==> src/rtl/fp_divide_seq.sv <==
// fp_divide_seq: sequential IEEE-style floating-point divider.
// One quotient bit per clock (restoring division), followed by a single
// normalise/round cycle. Round-to-nearest-even. Subnormal inputs are
// flushed to zero. Special operands bypass the datapath.
// Ports:
//   clk, rst_n            clock, async active-low reset
//   in_valid / in_ready   operand handshake (in_ready only while idle)
//   inputA, inputB        dividend, divisor {sign, exponent, fraction}
//   out_valid / out_ready result handshake
//   out, flags            quotient, {invalid, div_by_zero, overflow, underflow}
module fp_divide_seq #(
  parameter int EXP_W = 8,
  parameter int MAN_W = 23
) (
  input  logic                   clk,
  input  logic                   rst_n,
  input  logic                   in_valid,
  output logic                   in_ready,
  input  logic [EXP_W+MAN_W:0]   inputA,
  input  logic [EXP_W+MAN_W:0]   inputB,
  output logic                   out_valid,
  input  logic                   out_ready,
  output logic [EXP_W+MAN_W:0]   out,
  output logic [3:0]             flags
);
  localparam int W  = 1 + EXP_W + MAN_W;
  localparam int QW = MAN_W + 3;          // integer + fraction + guard + round
  localparam int CW = $clog2(QW + 1);
  localparam int EW = EXP_W + 2;          // signed exponent with headroom
  localparam logic signed [EW-1:0] BIAS = EW'((1 << (EXP_W - 1)) - 1);
  localparam logic signed [EW-1:0] EMAX = EW'((1 << EXP_W) - 1);

  typedef enum logic [1:0] {IDLE, DIVIDE, NORM, DONE} state_t;
  state_t state, state_nxt;

  logic                 sign_r;
  logic signed [EW-1:0] exp_r;
  logic [MAN_W+1:0]     rem_r;
  logic [MAN_W:0]       div_r;
  logic [QW-1:0]        quo_r;
  logic [CW-1:0]        cnt_r;

  // operand decode
  logic [EXP_W-1:0] exp_a, exp_b;
  logic [MAN_W-1:0] frac_a, frac_b;
  logic nan_a, nan_b, inf_a, inf_b, zero_a, zero_b, sign_q, accept;
  assign exp_a  = inputA[W-2:MAN_W];
  assign exp_b  = inputB[W-2:MAN_W];
  assign frac_a = inputA[MAN_W-1:0];
  assign frac_b = inputB[MAN_W-1:0];
  assign nan_a  = (&exp_a) && (|frac_a);
  assign nan_b  = (&exp_b) && (|frac_b);
  assign inf_a  = (&exp_a) && !(|frac_a);
  assign inf_b  = (&exp_b) && !(|frac_b);
  assign zero_a = !(|exp_a);
  assign zero_b = !(|exp_b);
  assign sign_q = inputA[W-1] ^ inputB[W-1];
  assign accept = in_valid && in_ready;

  // special-case resolution straight from the operand inputs
  logic         special;
  logic [W-1:0] sp_out;
  logic [3:0]   sp_flags;
  always_comb begin
    special  = 1'b1;
    sp_out   = '0;
    sp_flags = '0;
    if (nan_a || nan_b || (zero_a && zero_b) || (inf_a && inf_b)) begin
      sp_out   = {1'b0, {EXP_W{1'b1}}, 1'b1, {(MAN_W-1){1'b0}}};
      sp_flags = 4'b1000;
    end else if (inf_a) begin
      sp_out = {sign_q, {EXP_W{1'b1}}, {MAN_W{1'b0}}};
    end else if (zero_b) begin
      sp_out   = {sign_q, {EXP_W{1'b1}}, {MAN_W{1'b0}}};
      sp_flags = 4'b0100;
    end else if (zero_a || inf_b) begin
      sp_out = {sign_q, {(W-1){1'b0}}};
    end else begin
      special = 1'b0;
    end
  end

  // one restoring-division step
  logic [MAN_W+1:0] div_ext, rem_sub;
  logic             q_bit;
  assign div_ext = {1'b0, div_r};
  assign q_bit   = rem_r >= div_ext;
  assign rem_sub = q_bit ? rem_r - div_ext : rem_r;

  // normalise and round
  logic                 q_int, rnd, stk, inc, cy;
  logic [MAN_W-1:0]     frac_n, frac_rnd;
  logic signed [EW-1:0] e_n, e_rnd;
  logic [W-1:0]         norm_out;
  logic [3:0]           norm_flags;
  always_comb begin
    q_int  = quo_r[QW-1];
    // integer bit clear means quotient in [0.5,1): use one bit lower
    frac_n = q_int ? quo_r[MAN_W+1:2] : quo_r[MAN_W:1];
    rnd    = q_int ? quo_r[1] : quo_r[0];
    stk    = (q_int && quo_r[0]) || (|rem_r);
    e_n    = q_int ? exp_r : exp_r - EW'(1);
    inc    = rnd && (stk || frac_n[0]);
    {cy, frac_rnd} = {1'b0, frac_n} + {{MAN_W{1'b0}}, inc};
    e_rnd  = e_n + EW'(cy);
    norm_flags = '0;
    if (!e_rnd[EW-1] && e_rnd >= EMAX) begin
      norm_out   = {sign_r, {EXP_W{1'b1}}, {MAN_W{1'b0}}};
      norm_flags = 4'b0010;
    end else if (e_rnd[EW-1] || e_rnd == '0) begin
      norm_out   = {sign_r, {(W-1){1'b0}}};
      norm_flags = 4'b0001;
    end else begin
      norm_out = {sign_r, e_rnd[EXP_W-1:0], frac_rnd};
    end
  end

  always_ff @(posedge clk or negedge rst_n) begin
    if (!rst_n) state <= IDLE;
    else        state <= state_nxt;
  end

  always_comb begin
    state_nxt = state;
    in_ready  = 1'b0;
    case (state)
      IDLE: begin
        in_ready = 1'b1;
        if (accept) state_nxt = special ? DONE : DIVIDE;
      end
      DIVIDE: if (cnt_r == CW'(QW - 1)) state_nxt = NORM;
      NORM:   state_nxt = DONE;
      DONE:   if (out_valid && out_ready) state_nxt = IDLE;
      default: state_nxt = IDLE;
    endcase
  end

  always_ff @(posedge clk or negedge rst_n) begin
    if (!rst_n) begin
      sign_r    <= 1'b0;
      exp_r     <= '0;
      rem_r     <= '0;
      div_r     <= '0;
      quo_r     <= '0;
      cnt_r     <= '0;
      out       <= '0;
      flags     <= '0;
      out_valid <= 1'b0;
    end else begin
      case (state)
        IDLE: if (accept) begin
          sign_r <= sign_q;
          cnt_r  <= '0;
          quo_r  <= '0;
          if (special) begin
            out   <= sp_out;
            flags <= sp_flags;
          end else begin
            exp_r <= $signed({2'b00, exp_a}) - $signed({2'b00, exp_b}) + BIAS;
            rem_r <= {1'b0, 1'b1, frac_a};
            div_r <= {1'b1, frac_b};
          end
        end
        DIVIDE: begin
          quo_r <= {quo_r[QW-2:0], q_bit};
          // partial remainder is below the divisor, so the shift cannot overflow
          rem_r <= {rem_sub[MAN_W:0], 1'b0};
          cnt_r <= cnt_r + CW'(1);
        end
        NORM: begin
          out       <= norm_out;
          flags     <= norm_flags;
          out_valid <= 1'b1;
        end
        // special results enter DONE with out_valid low and raise it here,
        // one cycle after the accept edge
        DONE: out_valid <= !(out_valid && out_ready);
        default: out_valid <= 1'b0;
      endcase
    end
  end
endmodule
==> config.mk <==
export PLATFORM = sky130hd
export DESIGN_NAME = fp_divide_seq
export DESIGN_NICKNAME = d
export VERILOG_FILES = /design/src/rtl/fp_divide_seq.sv
export SDC_FILE = /design/constraint.sdc
export NUM_CORES = 1
export LEC_CHECK = 0
export ABC_AREA = 1
export CAP_MARGIN = 0
export CORE_UTILIZATION = 40
export DETAILED_ROUTE_END_ITERATION = 16
export PLACE_DENSITY = 0.59
export SLEW_MARGIN = 20
export SYNTH_ARGS = -nofsm -noshare
export SYNTH_HDL_FRONTEND = slang
export SYNTH_SLANG_ARGS = --single-unit
==> constraint.sdc <==
create_clock -name clk -period 4.7 [get_ports clk]
set_input_delay 1.175 -clock clk [delete_from_list [all_inputs] [get_ports clk]]
set_output_delay 1.175 -clock clk [all_outputs]
set_load 0.01 [all_outputs]
**Run 1: routed metal, one color a layer**

Scale: 2 px per um. Two of the layers only.
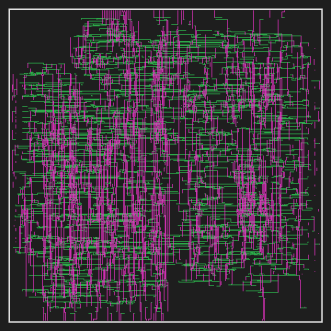
[metal 2] magenta | wire length: 11600 um
[metal 1] green | wire length: 11700 um
vias: 8924
Routed WL: 24500 um
routed wire length per instance: 13.8 um
overall global routing resource usage: 0.216

**Run 1: placement view**

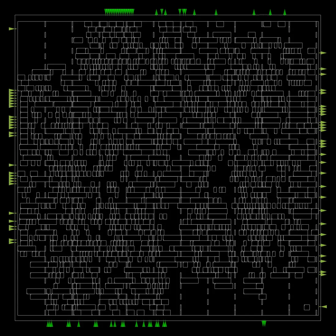
Core ar.: 22900 sq um
FP Rows: 55
Post-Layout Cell Count: 1783

==> run summary, run 1 <==
status: completed
Final Instance Area: 11400 sq um
Crit path buffers/inverters: 0
ANT cells: 0
Post-synth regs: 130
# clk buffers: 17
clk ins delay skew pair: 440 ps
seq_cells: 130
Worst path slowest cell: dfrtp_2
setup_tns: 0 ps
seq pwr: 1.91 mW
AND-OR/OR-AND Cells, Area Fraction: 0.148
total length of routed met3 wires: 848 um
FILL cells: 2377
leakage: 5.26 nW
largest net degree at the start of global routing: 62
Critical Path Start Type: register
IO buf count: 105
FF-to-FF End: out[1]
XOR Share, Synth: 0.0441
Comb gates: 1013
Post-synth EDFFs: 0
P_clk: 1.42 mW
CTS Hold Bufs: 0
Seq pwr share: 0.227
first-pass GRT wire length: 41600 um
most instantiated library cell after synthesis: nand2_1
nets: 1570
height of the die: 156 um
tool warning count: 30
H-tree levels: 4
CTS tree: yes
P per Cell Area: 735 nW/um^2
Hold WS: 472 ps
CTS sink cnt: 130
commonest cells in the netlist: nand2_1 (338), inv_1 (170), nor2_1 (143), dfrtp_1 (130), nand3_1 (96)
layout cells sized above 1: 0.0605
fin crit period: 3930 ps
leading area contributor after synthesis: dfrtp_1
# Post-CTS Setup Buffers: 0
Area Overhead vs Synth: 20.8%
HP Class: reg2reg
met1 Track Usage GR: 0.284
Top cells by area: dfrtp_1 (34%), nand2_1 (13%), inv_1 (6.8%), ha_1 (5.7%), nor2_1 (5.7%)
Worst R2R Start: quo_r[25]
gr ovfl total: 0
Die Area: 24200 sq um
Gate Count Post-Synth: 1360
**Run 1: M2 wires**

Scale: 2 px per um.
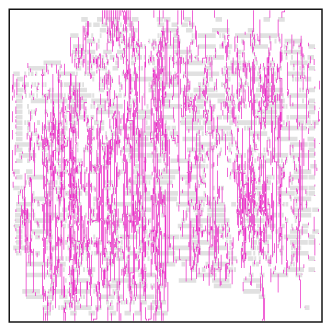
wire length on this layer: 11600 um
share of all routed wire: 47%

**Run 1: I/O pins on the die edge**

Scale: 3 px per um. Pins as bars across the die edge, other pins in gray.
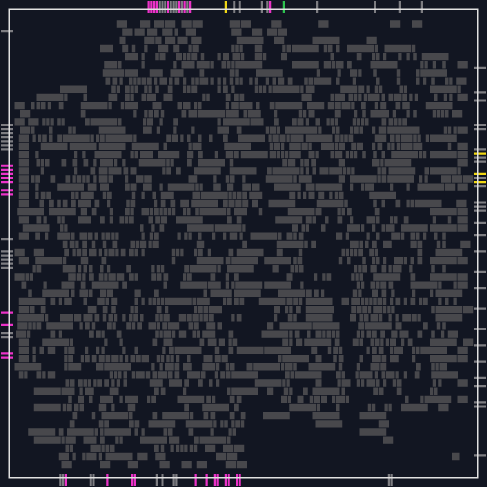

==> run 1 -> run 2 <==
PLACE_DENSITY = 0.61   (was 0.59)
clock period = 3.4 ns   (was 4.7 ns; I/O delays follow)
**Run 2: I/O pins on the die edge**

Scale: 3 px per um. Pins as bars across the die edge, other pins in gray.
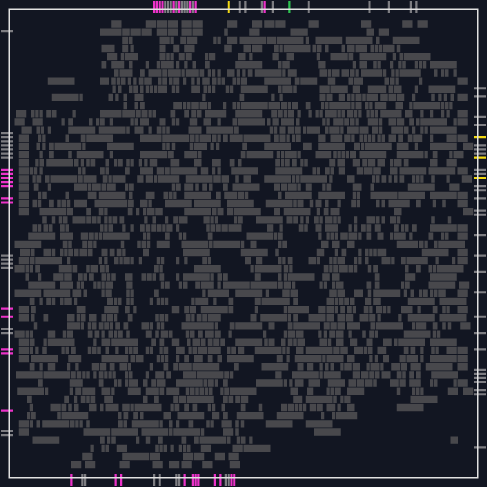
[`out_valid`] green | pins: 1 | direction: output | edge: top
[`flags`] yellow | pins: 4 | direction: output | edge: 3 right, 1 top
[`inputA`] magenta | pins: 32 | direction: input | edge: 12 left, 11 bottom, 9 top
height of the die: 156 um
DIE WIDTH: 156 um
IO buf count: 105

==> run summary, run 2 <==
MUX share of area: 0
Critical Path Start Type: register
seq pwr: 2.62 mW
Post-Layout Cell Count: 1873
Gate Count Post-Synth: 1360
fin crit period: 3560 ps
failing checks: negative setup slack
Seq pwr share: 0.209
status: complete, but fails checks
overall global routing resource usage: 0.223
# clk buffers: 19
clock edge transition at the registers on the reported setup and hold paths: 60 ps
# Post-CTS Setup Buffers: 7
Hold WS: 358 ps
CTS Hold Bufs: 0
Comb gates: 1014
Final Instance Area: 12400 sq um
Well Taps: 313
Post-synth EDFFs: 0
Core ar.: 22900 sq um
routed wire length per instance: 14.0 um
largest net degree at the start of global routing: 50
CTS sink cnt: 130
met1 Track Usage GR: 0.285
tool warning count: 32
FILL cells: 2281
XOR Share, Synth: 0.0441
ANT cells: 0
final setup vio count: 32
Crit path buffers/inverters: 3
P_clk: 1.82 mW
layout cells sized above 1: 0.138
most instantiated library cell after synthesis: nand2_1
P per Cell Area: 1010 nW/um^2
seq_cells: 130
total length of routed met3 wires: 719 um
CTS tree: yes
FP Rows: 55
setup_tns: -3810 ps
commonest cells in the netlist: nand2_1 (338), inv_1 (170), nor2_1 (143), dfrtp_1 (130), nand3_1 (96)
H-tree levels: 4
nets: 1661
worst setup margin: -156 ps
Top cells by area: dfrtp_1 (34%), nand2_1 (13%), inv_1 (6.8%), ha_1 (5.7%), nor2_1 (5.7%)
AND-OR/OR-AND Cells, Area Fraction: 0.148
Post-synth regs: 130
FF-to-FF End: out[6]
Worst R2R Start: quo_r[25]
HP Class: in2async
Area Overhead vs Synth: 31.9%
**Run 2: M2 wires**

Scale: 2 px per um.
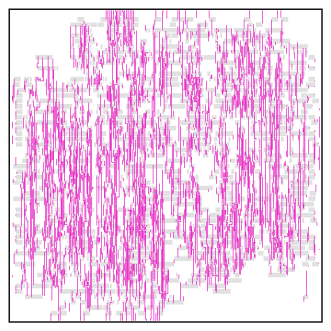

==> run 2 -> run 3 <==
CORE_UTILIZATION = 52   (was 40)
PLACE_DENSITY = 0.77   (was 0.61)
TNS_END_PERCENT = 1   (was unset)
**Run 3: M2 wires**

Scale: 3 px per um.
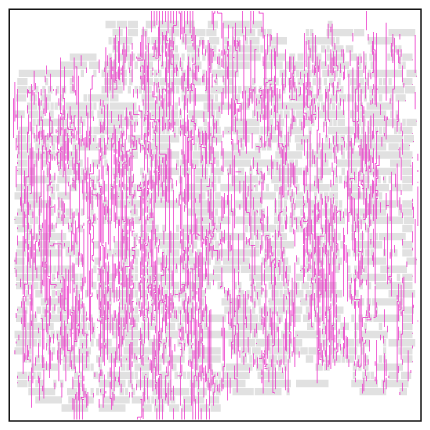
longest straight run: 73.6 um
wire length on this layer: 11900 um
main direction: vertical
nets with wire on the layer: 1287
vias: 9346
GR Util met2: 0.477
Routed WL: 24100 um

==> run summary, run 3 <==
height of the die: 137 um
setup_tns: -3220 ps
leading area contributor after synthesis: dfrtp_1
Area Overhead vs Synth: 25.6%
most instantiated library cell after synthesis: nand2_1
overall global routing resource usage: 0.274
P_clk: 1.90 mW
IO buf count: 105
Worst R2R Start: quo_r[25]
AND-OR/OR-AND Cells, Area Fraction: 0.148
MUX share of area: 0
H-tree levels: 4
Well Taps: 225
Top cells by area: dfrtp_1 (34%), nand2_1 (13%), inv_1 (6.8%), ha_1 (5.7%), nor2_1 (5.7%)
Post-Layout Cell Count: 1748
# clk buffers: 20
fin crit period: 3530 ps
FF-to-FF End: out[3]
worst setup margin: -135 ps
Worst path slowest cell: dfrtp_1
met1 Track Usage GR: 0.347
leakage: 5.56 nW
Hold WS: 469 ps
tool warning count: 32
Critical Path Start Type: register
HP Class: reg2reg
Seq pwr share: 0.215
FP Rows: 48
clk ins delay skew pair: 420 ps
failing checks: negative setup slack
status: complete, but fails checks
final setup vio count: 32
Final Instance Area: 11900 sq um
Core ar.: 17500 sq um
Power and IR drop assume default switching activity.
